## src/rtl/fila_parametrizada_if.sv

```systemverilog
// Bundle of request and status signals for the parametrised queue.
// No logic inside, so it adds no latency.
// The slave modport (the queue) has no backpressure; the master reads full/empty to pace itself.
interface fila_parametrizada_if #(
    parameter int WIDTH = 8,
    parameter int DEPTH = 8
);
    localparam int LEN_W = $clog2(DEPTH + 1);

    logic             clear_in;
    logic             enqueue_in;
    logic [WIDTH-1:0] data_in;
    logic             dequeue_in;
    logic [WIDTH-1:0] data_out;
    logic             data_valid_out;
    logic [LEN_W-1:0] len_out;
    logic             full_out;
    logic             empty_out;
    logic             almost_full_out;
    logic             almost_empty_out;
    logic             overflow_out;
    logic             underflow_out;

    modport master (
        output clear_in, enqueue_in, data_in, dequeue_in,
        input  data_out, data_valid_out, len_out, full_out, empty_out,
               almost_full_out, almost_empty_out, overflow_out, underflow_out
    );

    modport slave (
        input  clear_in, enqueue_in, data_in, dequeue_in,
        output data_out, data_valid_out, len_out, full_out, empty_out,
               almost_full_out, almost_empty_out, overflow_out, underflow_out
    );
endinterface

```

## src/rtl/fila_parametrizada.sv

```systemverilog
// Circular-buffer queue with configurable width and depth, FIFO or LIFO order, flush and sticky error flags.
// Latency: a dequeued word is on data_out one cycle after the request, with data_valid_out high in that cycle.
// No backpressure: a request that cannot be served is dropped and recorded in overflow_out or underflow_out.
module fila_parametrizada #(
    parameter int WIDTH     = 8,
    parameter int DEPTH     = 8,
    parameter int LIFO_MODE = 0,
    parameter int AF_LEVEL  = 6,
    parameter int AE_LEVEL  = 1,
    parameter int LEN_W     = $clog2(DEPTH + 1)
) (
    input  logic               clock_10khz,
    input  logic               reset_n,
    fila_parametrizada_if.slave q_if
);
    localparam int  PTR_W   = $clog2(DEPTH);
    localparam bit  IS_LIFO = (LIFO_MODE != 0);

    // Storage is never reset; reads are gated by the count, so stale words cannot escape.
    logic [WIDTH-1:0] mem_q [DEPTH];

    logic [PTR_W-1:0] wr_ptr_q, wr_ptr_d;
    logic [PTR_W-1:0] rd_ptr_q, rd_ptr_d;
    logic [LEN_W-1:0] len_q, len_d;
    logic [WIDTH-1:0] dout_q, dout_d;
    logic             dvld_q, dvld_d;
    logic             ovf_q, ovf_d;
    logic             unf_q, unf_d;

    logic             full, empty;
    logic             deq_ok, enq_ok, bypass, mem_we;
    logic [PTR_W-1:0] wr_addr, rd_addr;

    // Explicit wrap so that non-power-of-2 depths work.
    function automatic logic [PTR_W-1:0] ptr_inc(input logic [PTR_W-1:0] p);
        return (p == PTR_W'(DEPTH - 1)) ? '0 : p + 1'b1;
    endfunction

    assign full   = (len_q == LEN_W'(DEPTH));
    assign empty  = (len_q == '0);
    assign deq_ok = q_if.dequeue_in & ~empty;
    // FIFO may accept a write when full as long as a read frees a slot in the same cycle.
    assign enq_ok = q_if.enqueue_in & (~full | (deq_ok & ~IS_LIFO));
    // LIFO push+pop together hands the incoming word straight back out.
    assign bypass = IS_LIFO & enq_ok & deq_ok;

    // In LIFO order the count doubles as the top-of-stack pointer.
    assign wr_addr = IS_LIFO ? PTR_W'(len_q) : wr_ptr_q;
    assign rd_addr = IS_LIFO ? PTR_W'(len_q - 1'b1) : rd_ptr_q;

    // Next-state: flush first, then error capture, bypass, or normal read/write.
    always_comb begin
        wr_ptr_d = wr_ptr_q;
        rd_ptr_d = rd_ptr_q;
        len_d    = len_q;
        dout_d   = dout_q;
        dvld_d   = 1'b0;
        ovf_d    = ovf_q;
        unf_d    = unf_q;
        mem_we   = 1'b0;
        if (q_if.clear_in) begin
            wr_ptr_d = '0;
            rd_ptr_d = '0;
            len_d    = '0;
            ovf_d    = 1'b0;
            unf_d    = 1'b0;
        end else begin
            if (q_if.enqueue_in && !enq_ok) begin
                ovf_d = 1'b1;
            end
            if (q_if.dequeue_in && !deq_ok) begin
                unf_d = 1'b1;
            end
            if (bypass) begin
                dout_d = q_if.data_in;
                dvld_d = 1'b1;
            end else begin
                if (deq_ok) begin
                    dout_d   = mem_q[rd_addr];
                    dvld_d   = 1'b1;
                    rd_ptr_d = ptr_inc(rd_ptr_q);
                end
                if (enq_ok) begin
                    mem_we   = 1'b1;
                    wr_ptr_d = ptr_inc(wr_ptr_q);
                end
                if (enq_ok && !deq_ok) begin
                    len_d = len_q + 1'b1;
                end else if (deq_ok && !enq_ok) begin
                    len_d = len_q - 1'b1;
                end
            end
        end
    end

    // Control and output registers, cleared asynchronously.
    always_ff @(posedge clock_10khz or negedge reset_n) begin
        if (!reset_n) begin
            wr_ptr_q <= '0;
            rd_ptr_q <= '0;
            len_q    <= '0;
            dout_q   <= '0;
            dvld_q   <= 1'b0;
            ovf_q    <= 1'b0;
            unf_q    <= 1'b0;
        end else begin
            wr_ptr_q <= wr_ptr_d;
            rd_ptr_q <= rd_ptr_d;
            len_q    <= len_d;
            dout_q   <= dout_d;
            dvld_q   <= dvld_d;
            ovf_q    <= ovf_d;
            unf_q    <= unf_d;
        end
    end

    // Memory write port; no reset on the array.
    always_ff @(posedge clock_10khz) begin
        if (mem_we) begin
            mem_q[wr_addr] <= q_if.data_in;
        end
    end

    assign q_if.data_out         = dout_q;
    assign q_if.data_valid_out   = dvld_q;
    assign q_if.len_out          = len_q;
    assign q_if.full_out         = full;
    assign q_if.empty_out        = empty;
    assign q_if.almost_full_out  = (len_q >= LEN_W'(AF_LEVEL));
    assign q_if.almost_empty_out = (len_q <= LEN_W'(AE_LEVEL));
    assign q_if.overflow_out     = ovf_q;
    assign q_if.underflow_out    = unf_q;
endmodule

```

## src/flat_wrapper.sv

```systemverilog
// flat-port wrapper written by rule: the top's interface ports become plain ports
module fila_parametrizada_flat 
#(
    parameter int WIDTH     = 8,
    parameter int DEPTH     = 8,
    parameter int LIFO_MODE = 0,
    parameter int AF_LEVEL  = 6,
    parameter int AE_LEVEL  = 1,
    parameter int LEN_W     = $clog2(DEPTH + 1)
)
  (clock_10khz, reset_n, q_if_clear_in, q_if_enqueue_in, q_if_data_in, q_if_dequeue_in, q_if_data_out, q_if_data_valid_out, q_if_len_out, q_if_full_out, q_if_empty_out, q_if_almost_full_out, q_if_almost_empty_out, q_if_overflow_out, q_if_underflow_out);
  fila_parametrizada_if #(.WIDTH(WIDTH), .DEPTH(DEPTH)) q_if_i ();
  input  logic clock_10khz;
  input  logic reset_n;
  input wire logic [$bits(q_if_i.clear_in)-1:0] q_if_clear_in;
  input wire logic [$bits(q_if_i.enqueue_in)-1:0] q_if_enqueue_in;
  input wire logic [$bits(q_if_i.data_in)-1:0] q_if_data_in;
  input wire logic [$bits(q_if_i.dequeue_in)-1:0] q_if_dequeue_in;
  output wire logic [$bits(q_if_i.data_out)-1:0] q_if_data_out;
  output wire logic [$bits(q_if_i.data_valid_out)-1:0] q_if_data_valid_out;
  output wire logic [$bits(q_if_i.len_out)-1:0] q_if_len_out;
  output wire logic [$bits(q_if_i.full_out)-1:0] q_if_full_out;
  output wire logic [$bits(q_if_i.empty_out)-1:0] q_if_empty_out;
  output wire logic [$bits(q_if_i.almost_full_out)-1:0] q_if_almost_full_out;
  output wire logic [$bits(q_if_i.almost_empty_out)-1:0] q_if_almost_empty_out;
  output wire logic [$bits(q_if_i.overflow_out)-1:0] q_if_overflow_out;
  output wire logic [$bits(q_if_i.underflow_out)-1:0] q_if_underflow_out;
  assign q_if_i.clear_in = q_if_clear_in;
  assign q_if_i.enqueue_in = q_if_enqueue_in;
  assign q_if_i.data_in = q_if_data_in;
  assign q_if_i.dequeue_in = q_if_dequeue_in;
  assign q_if_data_out = q_if_i.data_out;
  assign q_if_data_valid_out = q_if_i.data_valid_out;
  assign q_if_len_out = q_if_i.len_out;
  assign q_if_full_out = q_if_i.full_out;
  assign q_if_empty_out = q_if_i.empty_out;
  assign q_if_almost_full_out = q_if_i.almost_full_out;
  assign q_if_almost_empty_out = q_if_i.almost_empty_out;
  assign q_if_overflow_out = q_if_i.overflow_out;
  assign q_if_underflow_out = q_if_i.underflow_out;
  fila_parametrizada #(.WIDTH(WIDTH), .DEPTH(DEPTH), .LIFO_MODE(LIFO_MODE), .AF_LEVEL(AF_LEVEL), .AE_LEVEL(AE_LEVEL), .LEN_W(LEN_W)) u_core (.clock_10khz(clock_10khz), .reset_n(reset_n), .q_if(q_if_i));
endmodule
```

## config.mk

```make
export PLATFORM = sky130hd
export DESIGN_NAME = fila_parametrizada_flat
export DESIGN_NICKNAME = d
export VERILOG_FILES = /design/src/rtl/fila_parametrizada_if.sv /design/src/rtl/fila_parametrizada.sv /design/src/flat_wrapper.sv
export SDC_FILE = /design/constraint.sdc
export NUM_CORES = 1
export LEC_CHECK = 0
export ABC_CLOCK_PERIOD_IN_PS = 2650
export CORE_UTILIZATION = 50
export DETAILED_ROUTE_END_ITERATION = 8
export GPL_TIMING_DRIVEN = 1
export MAX_ROUTING_LAYER = met4
export PLACE_DENSITY = 0.71
export SLEW_MARGIN = 10
export SYNTH_ARGS = -nofsm -noshare
export SYNTH_HDL_FRONTEND = slang
export SYNTH_SLANG_ARGS = --single-unit
```

## constraint.sdc

```tcl
create_clock -name clock_10khz -period 2.65 [get_ports clock_10khz]
set_input_delay 0.6625 -clock clock_10khz [delete_from_list [all_inputs] [get_ports clock_10khz]]
set_output_delay 0.6625 -clock clock_10khz [all_outputs]
set_load 0.01 [all_outputs]
```

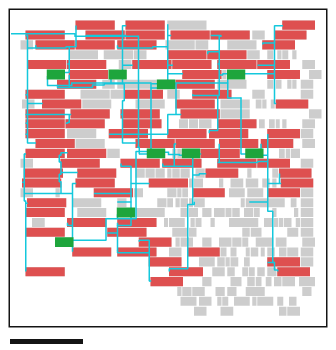
(routed clock nets over the placement)
The bar under the picture is 20 µm long.
[clock wires] cyan | length: 866 µm
[cells driving clock nets] green | count: 9
[flip-flops] red | count: 85
flops lie: spread over the die
routed clock nets: 10

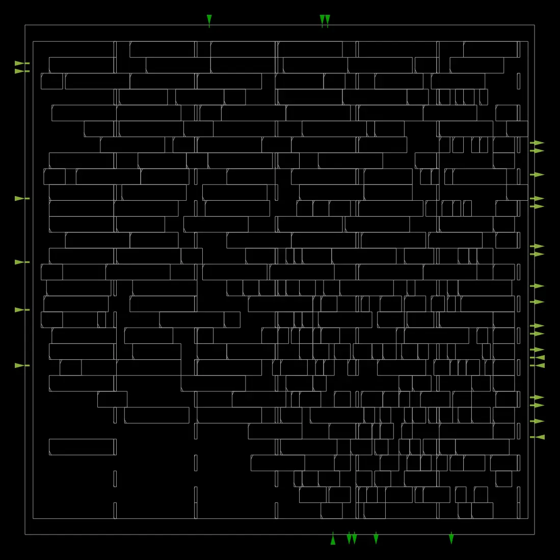
(placed standard cells)
Fillers: 546
Seq area share: 0.561

==> results.cfg <==
; physical design summary
[timing]
slew_headroom = 0.342
min_period_ns = 2.55
fmax_mhz = 393
fin_tns_setup_ns = 0
rsz0062_at_grt = no
tightest_slew_ns = 0.982
skew_ns = 0.00436
period_used_share = 0.961
drv_slew = 0

[die]
floorplan.core_util = 0.525
chipArea_um2 = 7590
placeableCoreArea_um2 = 6910
fp.dieW_um = 87.1

[detailed_routing]
postRouteAntennaNets = 0
drc = 0
viasPerCell = 5.33
drtIter0Drc = 104

[final_layout]
final_cell_mix = 64 x edfxtp_1, 30 x clkdlybuf4s50_1, 20 x dfrtp_1
diodes = 0
utilization = 0.632
final_nets = 299

[global_routing]
antenna_found_initial = 0
grt_use_total = 0.201
grt-ovfl-total = 0

[critical_path]
rrSetupSlack_ns = 0.59
cp-start-kind = flop
worstSetupEndpointType = output pin
arrival_ns = 1.88
required_ns = 1.99

[placed_design]
place_area_um2 = 4120

[synth]
synth_warnings = 0
ys_ff = 85
ys.flop_type = edfxtp_1
topCombFamilyByArea = multiplexers
fa_ha_area_frac = 0.0311
synthesis.nets = 251
netlist_instances = 229
compound_area_frac = 0.0383
async_reset_ff_frac = 0.247

[outcome]
status = finished clean

[cts]
cts_hold_buf = 0
cts_htree_levels = 3
clk-insertion-delay-late_ns = 0.34
cts_tree = yes
post_cts_buffers = 0

[power_and_ir_drop]
leakage_nw = 1.61

[run]
tool_warnings = 30
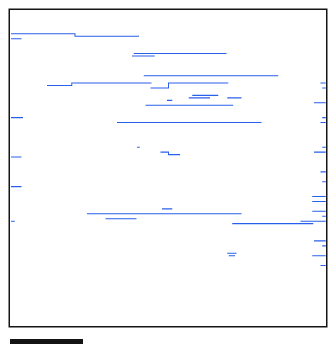
(the metal 3 layer)
The bar under the picture is 20 µm long.
wire length on this layer: 371 µm
main direction: horizontal
nets with wire on the layer: 36
longest straight run: 42.3 µm

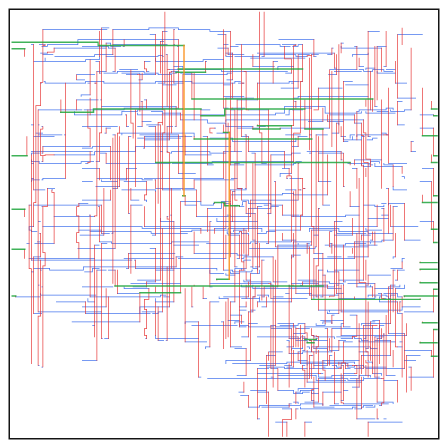
(metal layers overlaid)
[met1] blue | wire length: 2890 µm
[met3] green | wire length: 371 µm
[met4] orange | wire length: 60.5 µm
[met2] red | wire length: 3260 µm

## metrics by stage
stage / instances / setup WS [ns]
2_1_floorplan: 229 / 0.152
3_3_place_gp: 362 / 0.223
3_5_place_dp: 362 / 0.223
4_1_cts: 378 / 0.000260
5_1_grt: 378 / 0.00813
6_report: 378 / 0.104
## cells by family (layout without fill, tap and decap cells)
logic type	Yosys count	after routing
DFF	85	85
and+or+nand+nor	61	61
muxes	30	30
AOI/OAI and AO/OA	24	24
buffers and inverters	18	71
adders and majority gates	9	9
xor gates and xnor gates	2	2
## metal layers
metal / vias to the layer above / part of all wire / track usage / routed length, µm
met5: - / 0 / - / 0
met3: 4 / 0.056 / 0.0569 / 370
li1: 964 / - / - / -
met1: 986 / 0.44 / 0.257 / 2890
met4: 0 / 0.0091 / 0.0566 / 60
met2: 62 / 0.50 / 0.318 / 3260
## area by class of cell
| class | instances | area (µm²) |
|---|---|---|
| repair buffers | 49 | 448 |
| multi-input cells | 126 | 1090 |
| fillers | 546 | 2540 |
| clock inverters | 6 | 110 |
| clock buffers | 10 | 128 |
| flip-flops and latches | 85 | 2450 |
| well taps | 96 | 120 |
| inverters | 6 | 22.5 |
## worst max-delay path, cell delays in order (launching register included)
cell	delay, ns
dfrtp_2	0.46
inv_2	0.10
ha_2	0.22
nand2b_4	0.09
nor2_1	0.12
clkdlybuf4s50_1	0.55
## report_power, final
part / switching, mW / internal, mW / total (mW)
combinational: 0.536 / 0.611 / 1.15
clock: 0.436 / 0.626 / 1.06
sequential: 0.125 / 1.56 / 1.68
## flip-flops by register name, summed over array words and instances, names as in the netlist
register / flops
u_core.rd_addr: 3
u_core.q_if.data_out: 8
u_core.q_if.underflow_out: 1
u_core.q_if.data_valid_out: 1
u_core.q_if.overflow_out: 1
u_core.q_if.len_out: 4
u_core.mem_q: 64
u_core.wr_addr: 3
## worst paths after layout
path | start | end | cells after the start
setup / recovery | u_core.q_if.len_out[0]$_DFFE_PN0P_ | q_if_empty_out | 5
hold reg to reg | u_core.q_if.data_out[4]$_DFFE_PN0P_ | u_core.q_if.data_out[4]$_DFFE_PN0P_ | 2
setup reg to reg | u_core.q_if.len_out[0]$_DFFE_PN0P_ | u_core.q_if.data_out[0]$_DFFE_PN0P_ | 5
hold / removal | u_core.q_if.data_out[4]$_DFFE_PN0P_ | u_core.q_if.data_out[4]$_DFFE_PN0P_ | 2
min in group asynchronous | reset_n | u_core.q_if.len_out[3]$_DFFE_PN0P_ | 2
max in group asynchronous | reset_n | u_core.q_if.len_out[0]$_DFFE_PN0P_ | 2
## synth_stat cells (2+ instances only)
library cell,count,area (µm²)
inv_1,6,22.5
xnor2_1,2,17.5
nor3_1,4,20.0
edfxtp_1,64,1920
or3_1,4,25.0
buf_2,2,10.0
o21ai_0,11,55.1
o2111ai_1,2,17.5
nor2_1,16,60.1
clkbuf_1,6,22.5
nor2b_1,3,18.8
nand2b_1,5,31.3
dfrtp_1,21,526
nor3b_1,3,22.5
buf_6,2,22.5
ha_1,9,113
and2_1,2,12.5
mux2i_1,14,140
nand4_1,3,18.8
a21oi_1,5,25.0
nand2_1,13,48.8
nand3_1,4,20.0
mux4_2,16,360
